**src/rtl/xadac_vrf_sb.sv**
```systemverilog
// Vector register scoreboard and issue gate: tracks outstanding VRF writes, stalls
// RAW/WAW/capacity hazards and implements a fence that drains all pending writes.
module xadac_vrf_sb #(
    parameter int NoVregs = 32,
    parameter int NoVs    = 3,
    parameter int MaxOut  = 4,
    parameter int AW      = $clog2(NoVregs),
    parameter int CW      = $clog2(MaxOut + 1)
) (
    input  logic                 clk,
    input  logic                 rstn,
    input  logic                 in_valid,
    output logic                 in_ready,
    input  logic [NoVs*AW-1:0]   in_vs_addr,
    input  logic [NoVs-1:0]      in_vs_used,
    input  logic [AW-1:0]        in_vd_addr,
    input  logic                 in_vd_write,
    output logic                 out_valid,
    input  logic                 out_ready,
    input  logic                 rsp_valid,
    input  logic                 rsp_ready,
    input  logic [AW-1:0]        rsp_vd_addr,
    input  logic                 rsp_vd_write,
    input  logic                 fence_req,
    output logic                 fence_ack,
    output logic [NoVregs-1:0]   busy_o,
    output logic [CW-1:0]        out_cnt_o
);

    // Handshake: a transfer happens when out_valid && out_ready; in_ready is
    // out_ready gated by the hazard stall and never looks at in_valid.
    typedef enum logic [1:0] {
        IDLE  = 2'd0,
        DRAIN = 2'd1,
        ACK   = 2'd2
    } state_t;

    state_t             state_q, state_d;
    logic [NoVregs-1:0] busy_q, busy_d;
    logic [CW-1:0]      cnt_q, cnt_d;

    logic raw, waw, full, stall;
    logic issue, complete;

    // Hazards use registered busy/cnt only, so a completion never bypasses into the same cycle.
    always_comb begin
        raw = 1'b0;
        for (int i = 0; i < NoVs; i++) begin
            if (in_vs_used[i] && busy_q[in_vs_addr[i*AW +: AW]]) begin
                raw = 1'b1;
            end
        end
    end

    assign waw   = in_vd_write && busy_q[in_vd_addr];
    assign full  = in_vd_write && (cnt_q == CW'(MaxOut));
    assign stall = raw || waw || full || (state_q != IDLE);

    assign out_valid = in_valid && !stall;
    assign in_ready  = out_ready && !stall;

    assign issue = out_valid && out_ready && in_vd_write;
    // A completion for a register that is not busy (e.g. issued before a reset) is dropped.
    assign complete = rsp_valid && rsp_ready && rsp_vd_write && busy_q[rsp_vd_addr];

    always_comb begin
        busy_d = busy_q;
        cnt_d  = cnt_q;
        if (complete) begin
            busy_d[rsp_vd_addr] = 1'b0;
        end
        if (issue) begin
            busy_d[in_vd_addr] = 1'b1;
        end
        if (issue && !complete) begin
            cnt_d = cnt_q + CW'(1);
        end else if (complete && !issue) begin
            cnt_d = cnt_q - CW'(1);
        end
    end

    always_comb begin
        state_d = state_q;
        case (state_q)
            IDLE:    if (fence_req) state_d = DRAIN;
            DRAIN:   if (cnt_q == '0) state_d = ACK;
            ACK:     state_d = IDLE;
            default: state_d = IDLE;
        endcase
    end

    always_ff @(posedge clk or negedge rstn) begin
        if (!rstn) begin
            state_q <= IDLE;
            busy_q  <= '0;
            cnt_q   <= '0;
        end else begin
            state_q <= state_d;
            busy_q  <= busy_d;
            cnt_q   <= cnt_d;
        end
    end

    assign fence_ack = (state_q == ACK);
    assign busy_o    = busy_q;
    assign out_cnt_o = cnt_q;

endmodule

```
**config.mk**
```make
export PLATFORM = sky130hd
export DESIGN_NAME = xadac_vrf_sb
export DESIGN_NICKNAME = d
export VERILOG_FILES = /design/src/rtl/xadac_vrf_sb.sv
export SDC_FILE = /design/constraint.sdc
export NUM_CORES = 1
export LEC_CHECK = 0
export ABC_CLOCK_PERIOD_IN_PS = 9010
export CAP_MARGIN = 20
export CORE_ASPECT_RATIO = 2
export CORE_MARGIN = 2
export CORE_UTILIZATION = 49
export DETAILED_ROUTE_END_ITERATION = 12
export PLACE_DENSITY = 0.78
export SYNTH_ARGS = -nofsm -noshare
export SYNTH_HDL_FRONTEND = slang
export SYNTH_SLANG_ARGS = --single-unit
```
**constraint.sdc**
```tcl
create_clock -name clk -period 9.01 [get_ports clk]
set_input_delay 0.901 -clock clk [delete_from_list [all_inputs] [get_ports clk]]
set_output_delay 0.901 -clock clk [all_outputs]
set_load 0.1 [all_outputs]
```
Run 1, congestion heat map:
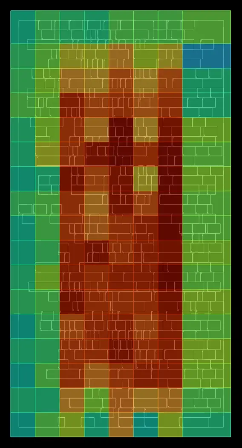
grt met1 use: 33.0%
met3 usage: 7.65%
GRT Util Overall: 31.7%
WL/cell: 24.0 um

Run 1, metal layers overlaid:
The bar under the picture is 20 um long. Two of the layers only.
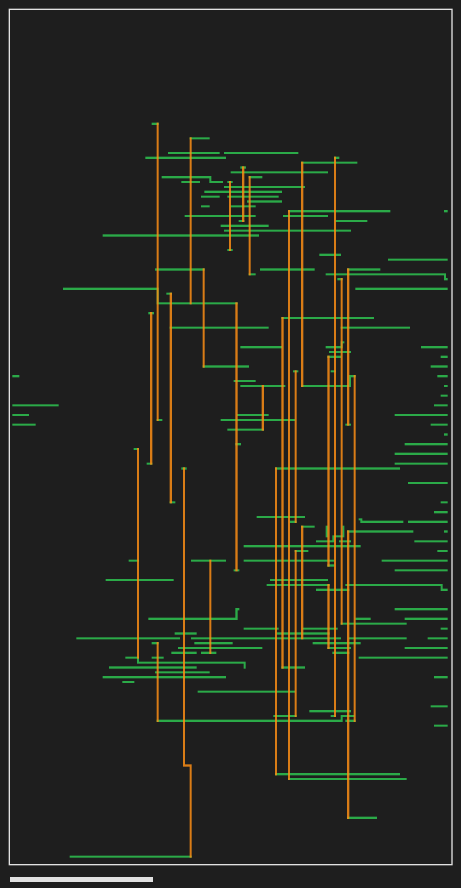
legend:
  green:
    layer: met3
    wire_length: 908 um
  orange:
    layer: met4
    wire_length: 848 um

Run 1, the metal 1 layer:
The bar under the picture is 20 um long.
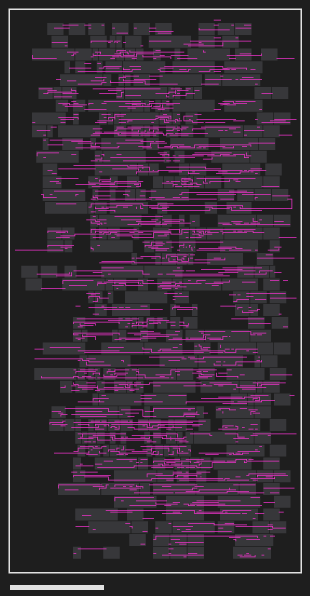
nets with wire on the layer: 356
longest straight run: 25.3 um
share of all routed wire: 31%
DR vias: 3117
total wire length: 11000 um

==> flow_metrics.tcl, run 1 <==
# metrics dict for downstream scripts
set metrics [dict create \
    fp-row-count 42 \
    numCtsBuffers 5 \
    grt_max_degree 38 \
    design_area_um2 4140 \
    drtPass1Iterations 5 \
    drive_above_1_share_pct 14.6 \
    tritoncts "yes" \
    logic_family "multiplexers" \
    aoi_share_pct 15.9 \
    clkLatencyLatePin_ps 280 \
    relSlewSlack_pct 32.8 \
    top_layer_used "met4" \
    top_usage_layer "met2" \
    multiInputCombCellCount 245 \
    intPower_mw 0.484 \
    n_clock_buffer 8 \
    synthCells 315 \
    inv_count 5 \
    path_class "input port to primary output" \
    cp_num_buf_inv 2 \
    grt.overflow.total 0 \
    cts_resized 0 \
    setup_viol 0 \
    cp-start-kind "input port" \
    finalSetupTns_ps 0 \
    irDropWorstVdd_mv 0.228 \
    ctsHtreeMaxLevel 2 \
    sequentialPowerShare_pct 27.0 \
    n_all_buffers 75 \
    portBuffers 74 \
    nets 408 \
    final_layout_top_logic_cells "clkdlybuf4s50_1, nand2_1, dfrtp_1" \
    yosys.stat.seqShare_pct 28.3 \
    utilization_pct 63.0 \
    cp_slowest_cell "clkdlybuf4s50_1" \
    largestClassByArea "combinational gates" \
    largest_register_ffs 32 \
    clk_path_buf_depth 2 \
    mux_area_share_pct 32.8 \
    rsz0062_at_grt "false" \
    hold-path-endpoint "state_q[0]" \
    drv_slew 0 \
    clock_cell_area_share_pct 3.30 \
    crit_path_cell_trace "clkdlybuf4s50_1, mux4_2, and4b_1, a2111oi_0, a31o_2, nand4_4, nor2_1, clkdlybuf4s50_1" \
    placed_cell_area_um2 4000 \
    p_clk_share_pct 16.2 \
    p_comb_share_pct 56.8 \
    max_stage_delay_ps 1150 \
    pg_comb_mw 0.586 \
    hold_depth 1 \
    grt_pass1_wl_um 16900 \
    tap-cell-count 88 \
    io-pin-count 75 \
    switchingPower_mw 0.547 \
    p_total_mw 1.03 \
    synth-xor-area-share_pct 0.802 \
    top_cells_by_count "nand2_1, dfrtp_1, mux4_2" \
    ys_top_cells_by_area "dfrtp_1, mux4_2, o31ai_1" \
    critPathTopFamily "buffers and inverters" \
    fill_cells 529 \
    min_period_over_period_pct 64.7 \
    cts_setup_buffers 0 \
    min_path_type "flop to flop" \
    worstPathRequired_ps 8110 \
    drt_iter0_drc 331 \
    antenna_found_initial 0 \
    crit_top_cell "clkdlybuf4s50_1" \
    period_minus_slack_ps 5830 \
    drc 0 \
    status "finished clean" \
    worstMarginPinSlew_ps 1010 \
    r2r_slack_ps 5350 \
    r2r_start "busy_o[11]" \
    ctsHoldBuffers 0 \
    power.group.top "combinational logic" \
    syn_to_final_growth_pct 26.2 \
    netlist_area_um2 3280 \
    finalHoldViolations 0 \
    met1_length_um 3440 \
    seq_area_um2 926 \
    drtAntennaViolNets 0 \
    die.size.x_um 61.8 \
    cap_violations 0 \
    flop_cell "dfrtp_1" \
    top_area_cell "dfrtp_1" \
    lay_top_count "clkdlybuf4s50_1" \
    yosysCellCount 315 \
    reg2reg_to "out_cnt_o[2]" \
    clk-power_mw 0.167 \
    ys_types 46 \
    ys_ff 37 \
    yosys.area_share.simple_pct 16.5 \
    cts.sinks 37 \
    first_global_vias 3190 \
    p_leak_nw 1.49 \
    fin_skew_ps 3.13 \
    die_area_um2 7400 \
    final-comb-area_um2 2200 \
    grt_util_met2_pct 52.6 \
    clkTransAtPathRegs_ps 50 \
    p_sw_share_pct 53.1 \
    fmax_mhz 171 \
    fp-utilization_pct 49.9 \
    netlist.area_leader.share_pct 28.3 \
    synth.most_common_cell "nand2_1" \
    avgSynthCellArea_um2 10.4 \
    antennaDiodeCount 0 \
    crit_path_end_kind "primary output" \
    clockRootBuffer "clkbuf_16" \
    gp_congestion 1.02 \
    min-delay-start "state_q[1]" \
    buf_share_pct 18.0 \
    finalWorstSetupSlack_ps 3180 \
    rr_worst_depth 12 \
    fin_hold_ws_ps 493 \
    place_hpwl_um 8360 \
    fp_nets 354 \
    cp_max_fo 35 \
    dpl.cell_count 450 \
    yosys_area_um2 3280 \
    ys_sh_adder_pct 0.993 \
    comb_area_share_pct 53.2 \
    seq_area_share_pct 22.4 \
    wl_met3_um 907 \
    via_per_inst 6.81 \
    warnings 26 \
    edf_count 0 \
    die-height_um 120 \
    post-place-ws_ps 3170 \
    crit_arrival_ps 4930 \
]
run 1: how the worst max path moves through the flow:
| stage | end | cells after the start | start |
|---|---|---|---|
| 4_1_cts | in_ready | 8 | in_vd_addr[0] |
| 3_3_place_gp | out_valid | 8 | in_vs_addr[6] |
| 3_5_place_dp | in_ready | 8 | in_vs_addr[6] |
| 5_1_grt | in_ready | 8 | in_vd_addr[0] |
| 2_1_floorplan | in_ready | 8 | in_vd_addr[0] |
| 6_report | in_ready | 8 | in_vd_addr[0] |
run 1: cells by family (layout without fill, tap and decap cells):
group,count (synthesis),in the layout
and+or+nand+nor,103,103
AOI/OAI and AO/OA,77,77
muxes,60,60
DFF,37,37
buffers and inverters,33,88
xor gates and xnor gates,3,3
adders and majority gates,2,2
Run 1, close-up of the layout:
The bar under the picture is 5 um long. Region (36, 80) to (56, 100) um. Cells in grey, sequential cells in the stronger grey; small squares are vias.
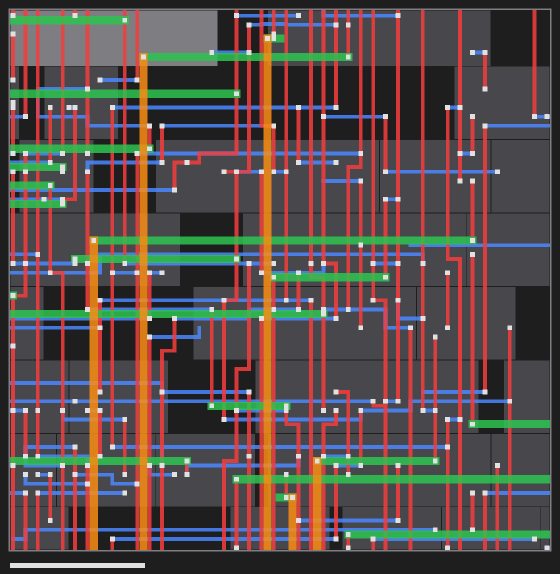

## Run 2: what changed since run 1
Settings changed: ABC_CLOCK_PERIOD_IN_PS 9010 to 5450.
Clock period 9.01 ns to 5.45 ns, I/O delays scaled along.
Run 2, close-up of the layout:
The bar under the picture is 5 um long. Region (36, 80) to (56, 100) um. Cells in grey, sequential cells in the stronger grey; small squares are vias.
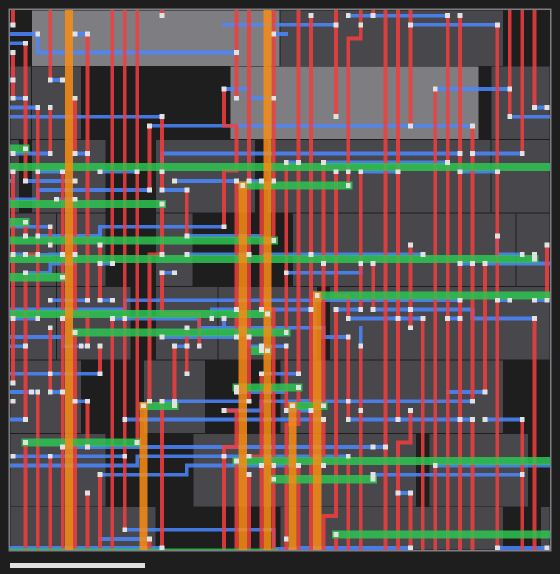
legend:
  red:
    layer: met2
  green:
    layer: met3
  orange:
    layer: met4
  blue:
    layer: met1
sequential cells in the window: 2
cells with their middle in the window: 25
most frequent: mux4_2 (8), o21ai_1 (4), o31ai_1 (3)
netlist names of flops here include: `busy_o` (2)

==> flow_metrics.tcl, run 2 <==
# metrics dict for downstream scripts
set metrics [dict create \
    status "finished clean" \
    lay_top_count "clkdlybuf4s50_1" \
    flop_cell "dfrtp_1" \
    r2r_start "busy_o[11]" \
    clkTransAtPathRegs_ps 60 \
    met1_length_um 3500 \
    cp-endpoint "in_ready" \
    crit_path_cell_trace "clkdlybuf4s50_1, mux4_1, mux4_2, and3b_4, a31oi_4, nand4_4, buf_4, nor2_1, buf_4" \
    synthCells 315 \
    critPathLaunch "in_vs_addr[6]" \
    worstMarginPinSlew_ps 989 \
    netlist.area_leader.share_pct 28.3 \
    p_total_mw 1.78 \
    fp_nets 354 \
    cts_resized 0 \
    gr-usage-met3_pct 8.19 \
    clkLatencyLatePin_ps 280 \
    grt_util_met2_pct 52.4 \
    warnings 26 \
    edf_count 0 \
    cp-start-kind "input port" \
    aoi_share_pct 15.9 \
    intPower_mw 0.862 \
    numCtsBuffers 5 \
    finalHoldViolations 0 \
    crit_arrival_ps 3570 \
    p_sw_share_pct 51.6 \
    avgSynthCellArea_um2 10.4 \
    drtAntennaViolNets 0 \
    die.size.x_um 61.8 \
    rsz0062_at_grt "false" \
    cap_violations 0 \
    tritoncts "yes" \
    drv_slew 0 \
    worstSetupPathDepth 9 \
    fp-row-count 42 \
    yosys.stat.seqShare_pct 28.3 \
    r2r_slack_ps 1970 \
    io-pin-count 75 \
    antenna_found_initial 0 \
    syn_to_final_growth_pct 27.5 \
    reg2reg_to "out_cnt_o[2]" \
    netlist_area_um2 3280 \
    drt_iter0_drc 368 \
    ctsHoldBuffers 0 \
    fin_skew_ps 3.48 \
    nets 409 \
    finalSetupTns_ps 0 \
    yosys_area_um2 3280 \
    die-height_um 120 \
    switchingPower_mw 0.919 \
    drive_above_1_share_pct 16.2 \
    rr_worst_depth 13 \
    p_leak_nw 1.52 \
    clk_path_buf_depth 2 \
    cts.sinks 37 \
    grt_pass1_wl_um 17400 \
    clockRootBuffer "clkbuf_16" \
    period_minus_slack_ps 4110 \
    fin_hold_ws_ps 349 \
    path_class "input port to primary output" \
    sequentialPowerShare_pct 26.0 \
    use_met1_pct 35.1 \
    drtPass1Iterations 5 \
    portBuffers 74 \
    antennaDiodeCount 0 \
    ctsHtreeMaxLevel 2 \
    min_path_type "input port to asynchronous set/reset pin" \
    wl_met3_um 1010 \
    p_clk_share_pct 19.1 \
    cts_setup_buffers 0 \
    ys_top_cells_by_area "dfrtp_1, mux4_2, o31ai_1" \
    irDropWorstVdd_mv 0.351 \
    first_global_vias 3276 \
    finalWorstSetupSlack_ps 1340 \
    placed_cell_area_um2 4000 \
    place_hpwl_um 8340 \
    cp_slowest_cell "clkdlybuf4s50_1" \
    setup_viol 0 \
    grt.overflow.total 0 \
    synth-xor-area-share_pct 0.802 \
    top_usage_layer "met2" \
    gp_congestion 0.976 \
    fmax_mhz 243 \
]
Run 2, metal layers overlaid:
The bar under the picture is 20 um long. Two of the layers only.
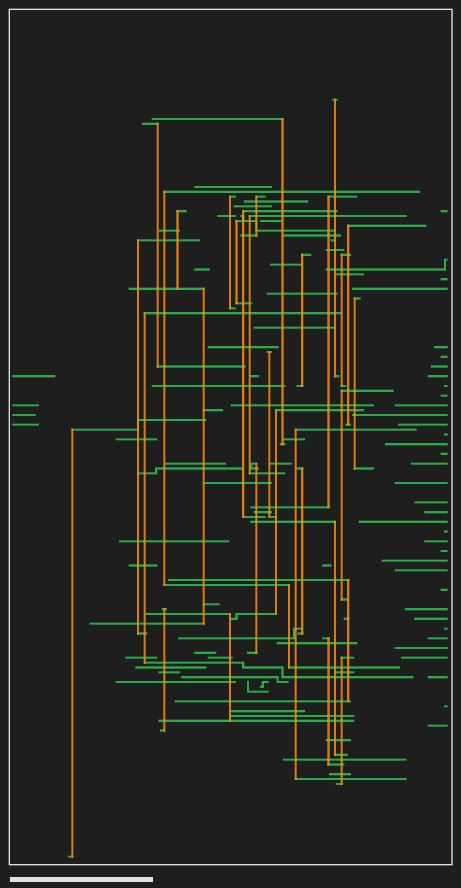
legend:
  green:
    layer: met3
    wire_length: 1010 um
  orange:
    layer: met4
    wire_length: 947 um
GRT Util Overall: 32.7%
WL/cell: 24.7 um
total wire length: 11400 um
DR vias: 3145

-- run 2: layout make-up --
cell class | count | area, um^2
clock inverter | 2 | 37.5
tap | 88 | 110
inverter | 5 | 18.8
clock buffer | 6 | 139
timing repair buffer | 76 | 746
fill | 535 | 2390
multi-input combinational | 245 | 2200
sequential | 37 | 926
-- run 2: cells by family after synthesis --
kind of cell,Yosys count
simple gates,103
compound gates,77
mux,60
flops,37
buf+inv,33
xor+xnor,3
fa+ha+maj,2
-- run 2: worst min path at each step --
stage | from | end | slack [ps] | cells past startpoint
global placement | state_q[1] | state_q[0] | 480 | 1
floorplan | rstn | busy_o[0] | 250 | 0
CTS | rstn | busy_o[3] | 380 | 1
detailed placement | state_q[1] | state_q[0] | 500 | 1
global route | rstn | busy_o[11] | 430 | 1
finish | rstn | busy_o[3] | 350 | 1
Run 2, the metal 1 layer:
The bar under the picture is 20 um long.
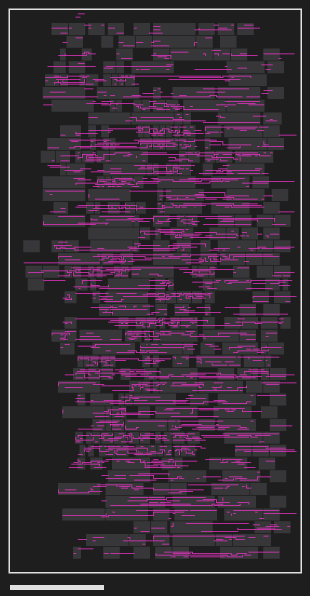

## Run 3: what changed since run 2
Settings changed: ABC_CLOCK_PERIOD_IN_PS 5450 to 3700, CORE_UTILIZATION 49 to 46, PLACE_DENSITY 0.78 to 0.77.
Clock period 5.45 ns to 3.7 ns, I/O delays scaled along.
Run 3, the metal 1 layer:
The bar under the picture is 20 um long.
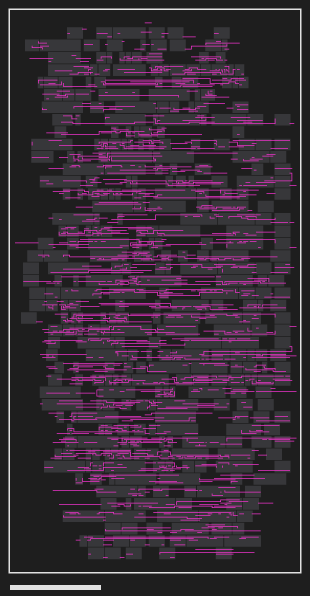
nets with wire on the layer: 374
share of all routed wire: 33%
longest straight run: 22.5 um
main direction: horizontal

Run 3, close-up of the layout:
The bar under the picture is 5 um long. Region (38, 83) to (58, 103) um. Cells in grey, sequential cells in the stronger grey; small squares are vias.
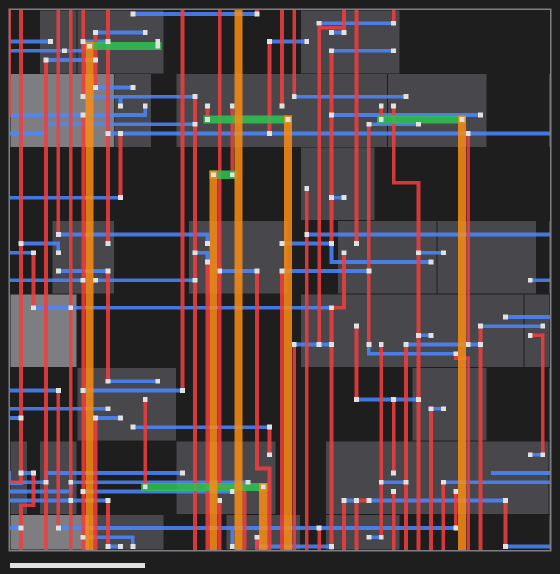
legend:
  orange:
    layer: met4
  blue:
    layer: met1
  green:
    layer: met3
  red:
    layer: met2
most frequent: mux2i_1 (4)
cells with their middle in the window: 17
sequential cells in the window: 0

==> flow_metrics.tcl, run 3 <==
# metrics dict for downstream scripts
set metrics [dict create \
    status "finished clean" \
    numCtsBuffers 5 \
    p_comb_share_pct 58.0 \
    crit_path_cell_trace "clkdlybuf4s50_1, buf_12, mux4_2, mux2i_1, mux2_2, a2bb2oi_1, nand4_4, buf_4, nor2_1, buf_12" \
    worstMarginPinSlew_ps 980 \
    yosys.stat.seqShare_pct 28.3 \
    finalHoldViolations 0 \
    min_period_over_period_pct 92.8 \
    aoi_share_pct 15.9 \
    design_area_um2 4320 \
    drt_wl_total_um 11500 \
    sequentialPowerShare_pct 25.8 \
    relSlewSlack_pct 34.4 \
    drtAntennaViolNets 0 \
    fp-row-count 43 \
    grt_pass1_wl_um 17800 \
    antennaDiodeCount 0 \
    r2r_slack_ps 410 \
    logic_family "multiplexers" \
    place_hpwl_um 8450 \
    placed_cell_area_um2 4170 \
    p_leak_nw 1.62 \
    clockRootBuffer "clkbuf_16" \
    use_met1_pct 34.4 \
    reg2reg_to "out_cnt_o[2]" \
    clkTransAtPathRegs_ps 50 \
    cp-endpoint "out_valid" \
    netlist_area_um2 3280 \
    lay_top_count "clkdlybuf4s50_1" \
    yosys.area_share.simple_pct 16.5 \
    utilization_pct 62.3 \
    crit_arrival_ps 3060 \
    gp_congestion 0.963 \
    netlist.area_leader.share_pct 28.3 \
    tap-cell-count 90 \
    dpl.cell_count 470 \
    yosysCellCount 315 \
    cp-start-kind "input port" \
    ys_top_cells_by_area "dfrtp_1, mux4_2, o31ai_1" \
    path_class "input port to primary output" \
    first_global_vias 3257 \
    max_stage_delay_ps 510 \
    min_path_type "input port to asynchronous set/reset pin" \
    cts.sinks 37 \
    rsz0062_at_grt "false" \
    clk-power_mw 0.423 \
    drtPass1Iterations 6 \
    wl_met3_um 859 \
    n_clock_buffer 7 \
    io-pin-count 75 \
    multiInputCombCellCount 245 \
    clock_cell_area_share_pct 3.30 \
    crit_top_cell "buf_12" \
    cp_slowest_cell "clkdlybuf4s50_1" \
    comb_area_share_pct 51.0 \
    drc 0 \
    synth-xor-area-share_pct 0.802 \
    vias 3186 \
    top_layer_used "met4" \
    critPathTopFamily "buffers and inverters" \
    warnings 27 \
    die_area_um2 7860 \
    grt.overflow.total 0 \
    pg_comb_mw 1.51 \
    ys_types 46 \
    top_area_cell "dfrtp_1" \
    die-height_um 123 \
    fp_nets 354 \
    cap_violations 0 \
    fin_hold_ws_ps 189 \
    switchingPower_mw 1.36 \
    final_layout_top_logic_cells "clkdlybuf4s50_1, nand2_1, dfrtp_1" \
    syn_to_final_growth_pct 31.9 \
    flop_cell "dfrtp_1" \
    crit_path_end_kind "primary output" \
    top_usage_layer "met2" \
    final-comb-area_um2 2210 \
    p_total_mw 2.60 \
    finalSetupTns_ps 0 \
    seq_area_um2 926 \
    fmax_mhz 291 \
    largestClassByArea "combinational gates" \
    period_minus_slack_ps 3430 \
    drv_slew 0 \
    buf_share_pct 21.2 \
    cts_setup_buffers 0 \
    met1_length_um 3780 \
    ys_ff 37 \
    seq_area_share_pct 21.4 \
    inv_count 5 \
    via_per_inst 6.68 \
    flops 37 \
    power.group.top "combinational logic" \
]
-- run 3: logic make-up after synthesis --
group / after synthesis
flops: 37
xor+xnor: 3
simple gates: 103
mux: 60
fa+ha+maj: 2
compound gates: 77
buf+inv: 33
-- run 3: timing repair --
| item | in CTS | in global routing |
|---|---|---|
| hold buffers | 0 | 0 |
| endpoints found under the hold margin | 0 | 0 |
| gates resized | 0 | 4 |
| endpoints found under the setup margin | 0 | 4 |
-- run 3: worst min-delay path by stage --
stage | start | to | slack [ps] | cells past startpoint
floorplan | rstn | busy_o[0] | 70 | 0
global placement | state_q[1] | state_q[0] | 480 | 1
detailed placement | state_q[1] | state_q[0] | 500 | 1
CTS | rstn | busy_o[11] | 210 | 1
global route | rstn | busy_o[11] | 260 | 1
finish | rstn | busy_o[11] | 190 | 1
